File: config.mk
export PLATFORM = sky130hd
export DESIGN_NAME = digital_phase_detector
export DESIGN_NICKNAME = d
export VERILOG_FILES = /design/src/rtl/phase_det_pkg.sv /design/src/rtl/phase_div.sv /design/src/rtl/digital_phase_detector.sv
export SDC_FILE = /design/constraint.sdc
export NUM_CORES = 1
export LEC_CHECK = 0
export CORE_ASPECT_RATIO = 0.5
export CORE_MARGIN = 2
export CORE_UTILIZATION = 65
export DETAILED_ROUTE_END_ITERATION = 10
export PLACE_DENSITY = 0.82
export SLEW_MARGIN = 5
export SYNTH_ARGS = -nofsm -noshare
export SYNTH_HDL_FRONTEND = slang
export SYNTH_HIERARCHICAL = 1
export SYNTH_SLANG_ARGS = --single-unit
File: constraint.sdc
create_clock -name aclk -period 8.85 [get_ports aclk]
set_clock_uncertainty 0.15 [all_clocks]
set_input_delay 1.77 -clock aclk [delete_from_list [all_inputs] [get_ports aclk]]
set_output_delay 1.77 -clock aclk [all_outputs]
set_load 0.05 [all_outputs]
File: src/rtl/phase_det_pkg.sv
// Shared constants, error codes, FSM state type and the phase fold helper
// for the digital phase detector.
package phase_det_pkg;

    localparam int unsigned FULL_TURN = 360;
    localparam int unsigned HALF_TURN = 180;

    // Quotient width: raw phase spans 0..359.
    localparam int unsigned QUOT_W = 9;

    localparam logic [1:0] ERR_NOSIG = 2'b01;
    localparam logic [1:0] ERR_SHORT = 2'b10;
    localparam logic [1:0] ERR_TMO   = 2'b11;

    typedef enum logic {IDLE, MEAS} det_state_e;

    // Folds a raw 0..359 angle into {direction, magnitude 0..180}.
    function automatic logic [QUOT_W:0] fold_phase(input logic [QUOT_W-1:0] raw);
        if (raw <= QUOT_W'(HALF_TURN)) begin
            return {1'b0, raw};
        end
        return {1'b1, QUOT_W'(FULL_TURN) - raw};
    endfunction

endpackage

File: src/rtl/phase_div.sv
// Restoring divider producing a 9-bit quotient, one bit per cycle.
// The first iteration runs on the start cycle directly from the inputs.
module phase_div
    import phase_det_pkg::*;
#(
    parameter int unsigned NUM_W = 25
) (
    input  logic              aclk,
    input  logic              aclr_n,
    input  logic              start,
    input  logic [NUM_W-1:0]  numerator,
    input  logic [NUM_W-1:0]  divisor,
    output logic              busy,
    output logic              done,
    output logic [QUOT_W-1:0] quotient
);

    logic [NUM_W-1:0]  rem_q, rem_d, rem_cur;
    logic [NUM_W-1:0]  dvs_q, dvs_d, dvs_cur;
    logic [QUOT_W-1:0] quo_q, quo_d, quo_cur;
    logic [3:0]        iter_q, iter_d;
    logic              busy_q, busy_d;
    logic              done_q, done_d;
    logic              take;

    // One restoring step per cycle; divisor walks right from its aligned position.
    always_comb begin
        rem_cur = start ? numerator : rem_q;
        dvs_cur = start ? divisor : dvs_q;
        quo_cur = start ? '0 : quo_q;
        take    = (rem_cur >= dvs_cur);
        rem_d   = rem_q;
        dvs_d   = dvs_q;
        quo_d   = quo_q;
        iter_d  = iter_q;
        busy_d  = busy_q;
        done_d  = 1'b0;
        if (start || busy_q) begin
            rem_d = take ? (rem_cur - dvs_cur) : rem_cur;
            dvs_d = dvs_cur >> 1;
            quo_d = {quo_cur[QUOT_W-2:0], take};
            if (start) begin
                iter_d = 4'd1;
                busy_d = 1'b1;
            end else if (iter_q == 4'(QUOT_W - 1)) begin
                iter_d = 4'd0;
                busy_d = 1'b0;
                done_d = 1'b1;
            end else begin
                iter_d = iter_q + 4'd1;
            end
        end
    end

    // Divider state; reset aborts any division in flight.
    always_ff @(posedge aclk or negedge aclr_n) begin
        if (!aclr_n) begin
            rem_q  <= '0;
            dvs_q  <= '0;
            quo_q  <= '0;
            iter_q <= '0;
            busy_q <= 1'b0;
            done_q <= 1'b0;
        end else begin
            rem_q  <= rem_d;
            dvs_q  <= dvs_d;
            quo_q  <= quo_d;
            iter_q <= iter_d;
            busy_q <= busy_d;
            done_q <= done_d;
        end
    end

    assign busy     = busy_q;
    assign done     = done_q;
    assign quotient = quo_q;

endmodule

File: src/rtl/digital_phase_detector.sv
// Measures the delay from each reference rise to the first signal rise, converts
// it to whole degrees of the reference period and reports magnitude plus lead/lag.
// Optional macro PHASE_DET_SYNC_EN adds 2-flop input synchronisers.
module digital_phase_detector
    import phase_det_pkg::*;
#(
    parameter int unsigned CNT_W      = 16,
    parameter int unsigned MIN_PERIOD = 12
) (
    input  logic       aclk,
    input  logic       aclr_n,
    input  logic       ref_in,
    input  logic       sig_in,
    output logic [8:0] phase_deg,
    output logic       direction,
    output logic       valid,
    output logic       error,
    output logic [1:0] err_code
);

    localparam int unsigned      NUM_W   = CNT_W + QUOT_W;
    localparam logic [CNT_W-1:0] CNT_MAX = '1;
    localparam logic [CNT_W-1:0] MIN_P   = CNT_W'(MIN_PERIOD);

    logic ref_s, sig_s;
    logic ref_prev_q, sig_prev_q;
    logic ref_rise, sig_rise;

`ifdef PHASE_DET_SYNC_EN
    logic [1:0] ref_sync_q, sig_sync_q;

    // Two-flop synchronisers for asynchronous inputs.
    always_ff @(posedge aclk or negedge aclr_n) begin
        if (!aclr_n) begin
            ref_sync_q <= '0;
            sig_sync_q <= '0;
        end else begin
            ref_sync_q <= {ref_sync_q[0], ref_in};
            sig_sync_q <= {sig_sync_q[0], sig_in};
        end
    end

    assign ref_s = ref_sync_q[1];
    assign sig_s = sig_sync_q[1];
`else
    assign ref_s = ref_in;
    assign sig_s = sig_in;
`endif

    assign ref_rise = ref_s & ~ref_prev_q;
    assign sig_rise = sig_s & ~sig_prev_q;

    det_state_e        state_q, state_d;
    logic [CNT_W-1:0]  cnt_q, cnt_d;
    logic              have_q, have_d;
    logic [CNT_W-1:0]  dly_q, dly_d;
    logic              close_q;
    logic [CNT_W-1:0]  per_q;
    logic              snap_have_q;
    logic [CNT_W-1:0]  snap_dly_q;
    logic              start_q, start_d;
    logic [NUM_W-1:0]  num_q, num_d;
    logic [8:0]        phase_q, phase_d;
    logic              dir_q, dir_d;
    logic              valid_q, valid_d;
    logic              error_q, error_d;
    logic [1:0]        code_q, code_d;
    logic              timeout;

    logic              div_busy, div_done;
    logic [QUOT_W-1:0] div_quot;
    logic [NUM_W-1:0]  div_den;

    assign timeout = (state_q == MEAS) && !ref_rise && (cnt_q == CNT_MAX);
    assign div_den = {1'b0, per_q, 8'b0};

    // Period counter and first-sig-rise capture for the period in progress.
    always_comb begin
        cnt_d  = (cnt_q == CNT_MAX) ? CNT_MAX : cnt_q + 1'b1;
        have_d = have_q;
        dly_d  = dly_q;
        if (ref_rise) begin
            cnt_d  = {{(CNT_W-1){1'b0}}, 1'b1};
            have_d = sig_rise;  // coincident edges mean zero delay
            dly_d  = '0;
        end else if (sig_rise && !have_q) begin
            have_d = 1'b1;
            dly_d  = cnt_q;
        end
    end

    // FSM: first ref rise arms measurement; saturation drops back to idle.
    always_comb begin
        state_d = state_q;
        unique case (state_q)
            IDLE: if (ref_rise) state_d = MEAS;
            MEAS: if (timeout)  state_d = IDLE;
            default: state_d = IDLE;
        endcase
    end

    // Period checks, divider launch, and result fold into the output registers.
    always_comb begin
        error_d = 1'b0;
        code_d  = code_q;
        start_d = 1'b0;
        num_d   = num_q;
        valid_d = 1'b0;
        phase_d = phase_q;
        dir_d   = dir_q;
        if (close_q) begin
            if (per_q < MIN_P) begin
                error_d = 1'b1;
                code_d  = ERR_SHORT;
            end else if (!snap_have_q) begin
                error_d = 1'b1;
                code_d  = ERR_NOSIG;
            end else if (!div_busy) begin
                start_d = 1'b1;
                num_d   = NUM_W'(snap_dly_q) * NUM_W'(FULL_TURN);
            end
        end
        if (timeout) begin
            error_d = 1'b1;
            code_d  = ERR_TMO;
        end
        if (div_done && !error_d) begin
            valid_d          = 1'b1;
            {dir_d, phase_d} = fold_phase(div_quot);
        end
    end

    // FSM state register.
    always_ff @(posedge aclk or negedge aclr_n) begin
        if (!aclr_n) begin
            state_q <= IDLE;
        end else begin
            state_q <= state_d;
        end
    end

    // Edge history, counters, period snapshot and output registers.
    always_ff @(posedge aclk or negedge aclr_n) begin
        if (!aclr_n) begin
            ref_prev_q  <= 1'b0;
            sig_prev_q  <= 1'b0;
            cnt_q       <= '0;
            have_q      <= 1'b0;
            dly_q       <= '0;
            close_q     <= 1'b0;
            per_q       <= '0;
            snap_have_q <= 1'b0;
            snap_dly_q  <= '0;
            start_q     <= 1'b0;
            num_q       <= '0;
            phase_q     <= '0;
            dir_q       <= 1'b0;
            valid_q     <= 1'b0;
            error_q     <= 1'b0;
            code_q      <= '0;
        end else begin
            ref_prev_q <= ref_s;
            sig_prev_q <= sig_s;
            cnt_q      <= cnt_d;
            have_q     <= have_d;
            dly_q      <= dly_d;
            close_q    <= ref_rise && (state_q == MEAS);
            if (ref_rise) begin
                // Snapshot the period that this rise closes, before the reload.
                per_q       <= cnt_q;
                snap_have_q <= have_q;
                snap_dly_q  <= dly_q;
            end
            start_q <= start_d;
            num_q   <= num_d;
            phase_q <= phase_d;
            dir_q   <= dir_d;
            valid_q <= valid_d;
            error_q <= error_d;
            code_q  <= code_d;
        end
    end

    phase_div #(
        .NUM_W (NUM_W)
    ) u_div (
        .aclk      (aclk),
        .aclr_n    (aclr_n),
        .start     (start_q),
        .numerator (num_q),
        .divisor   (div_den),
        .busy      (div_busy),
        .done      (div_done),
        .quotient  (div_quot)
    );

    assign phase_deg = phase_q;
    assign direction = dir_q;
    assign valid     = valid_q;
    assign error     = error_q;
    assign err_code  = code_q;

endmodule

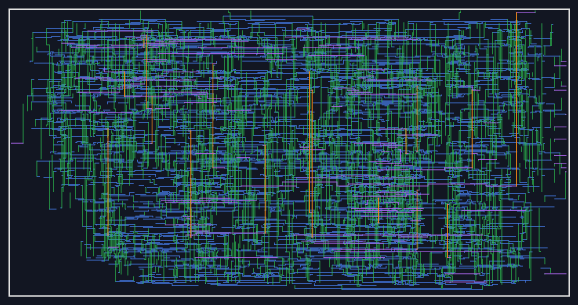
metal_stack.png
Scale: 3 px per um.
legend:
  met2:
    color: green
    wire_length: 11200 um
  met3:
    color: purple
    wire_length: 1530 um
  met1:
    color: blue
    wire_length: 11800 um
  met4:
    color: orange
    wire_length: 441 um
vias: 8675
total track usage: 29.3%
Post-Route WL: 24.9 mm
DR WL/cell: 17.1 um

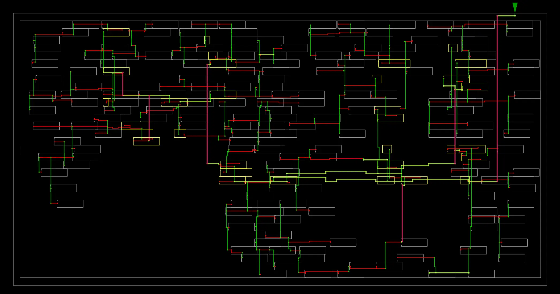
final_clocks.png
CTS buffer count: 17
Flop Count: 171
clk ins delay skew pair: 0.43 ns
clock buf count: 17

[report_power, final]
| part | switching (mW) | leakage, nW | total [mW] | internal (mW) |
|---|---|---|---|---|
| Clock | 0.332 | 0.309 | 0.811 | 0.479 |
| Sequential | 0.174 | 2.15 | 1.16 | 0.987 |
| Combinational | 1.10 | 3.03 | 1.83 | 0.731 |
| Total | 1.60 | 5.50 | 3.80 | 2.20 |
[worst paths after layout]
kind,start,endpoint,slack (ns)
max in group asynchronous,aclr_n,dly_q[10],5.85
max,start_q,u_div/rem_q[0],4.50
min reg2reg,phase_deg[1],phase_deg[1],0.33
max reg2reg,start_q,u_div/rem_q[0],4.50
min,phase_deg[1],phase_deg[1],0.33
min in group asynchronous,aclr_n,u_div/dvs_q[5],1.32
==> results.py <==
# Auto-generated metrics
metrics = {
    "cells_and_area": {
        "seqCellArea_um2": 4280,
        "finalInstanceArea_um2": 11700,
        "largest_reg_flops": 25,
        "sh_seq_area_pct": 36.5,
        "largest-register": "u_div/rem_q",
        "largest_cell_class": "multi-input combinational cells",
        "area_growth_pct": 8.67,
        "logic_area_um2": 5990,
        "clock_tree_area_fraction_pct": 5.48,
        "final_cell_mix": "245 x nand2_1, 170 x dfrtp_1, 99 x nor2_1",
    },
    "route": {
        "vias_per_cell": 5.95,
        "route.met3.wl_mm": 1.53,
        "drtIter0Drc": 661,
        "met1Wirelength_mm": 11.8,
        "drt.antenna.violating_nets": 0,
        "drc": 0,
        "dr.max_layer_used": "met4",
        "dr_wl_met2_mm": 11.2,
        "drtPass1Iterations": 5,
    },
    "global_route": {
        "overflow": 0,
        "grtUsageMet3_pct": 5.00,
        "top_usage_layer": "met2",
        "antenna_found_initial": 0,
        "use_met1_pct": 42.3,
        "grt_util_met2_pct": 46.2,
    },
    "logic_synthesis": {
        "async_reset_ff_share_pct": 100,
        "ys_area_um2": 10800,
        "flop_cell": "dfrtp_1",
        "fa_ha_area_share_pct": 12.5,
        "synthMuxAreaShare_pct": 5.85,
        "yosysCellCount": 1220,
    },
    "power_and_ir_drop": {
        "peakVddDrop_mv": 0.185,
        "leakage_nw": 5.50,
    },
    "cts": {
        "post_cts_resized": 0,
        "cts_root_buf": "clkbuf_16",
        "clk_pin_slew_worst_paths_ns": 0.07,
    },
    "timing": {
        "setup_tns_ns": 0,
        "fin_crit_ns": 4.35,
    },
    "outcome": {
        "status": "completed",
    },
    "place": {
        "dpl_worst_slack_ns": 4.57,
    },
    "floorplanning": {
        "row_count": 33,
    },
    "worst_setup_path": {
        "path_cells": "buf_4 > mux2_2 > ha_1 > a21oi_1 > a21oi_1 > or2_1 > o21ai_1 > nand3_2 > a21oi_2 > and3_1 > a311oi_1",
        "slowest_stage": "a21oi_2",
    },
}
Power figures rest on the tool's default switching activity, not on a simulated workload.
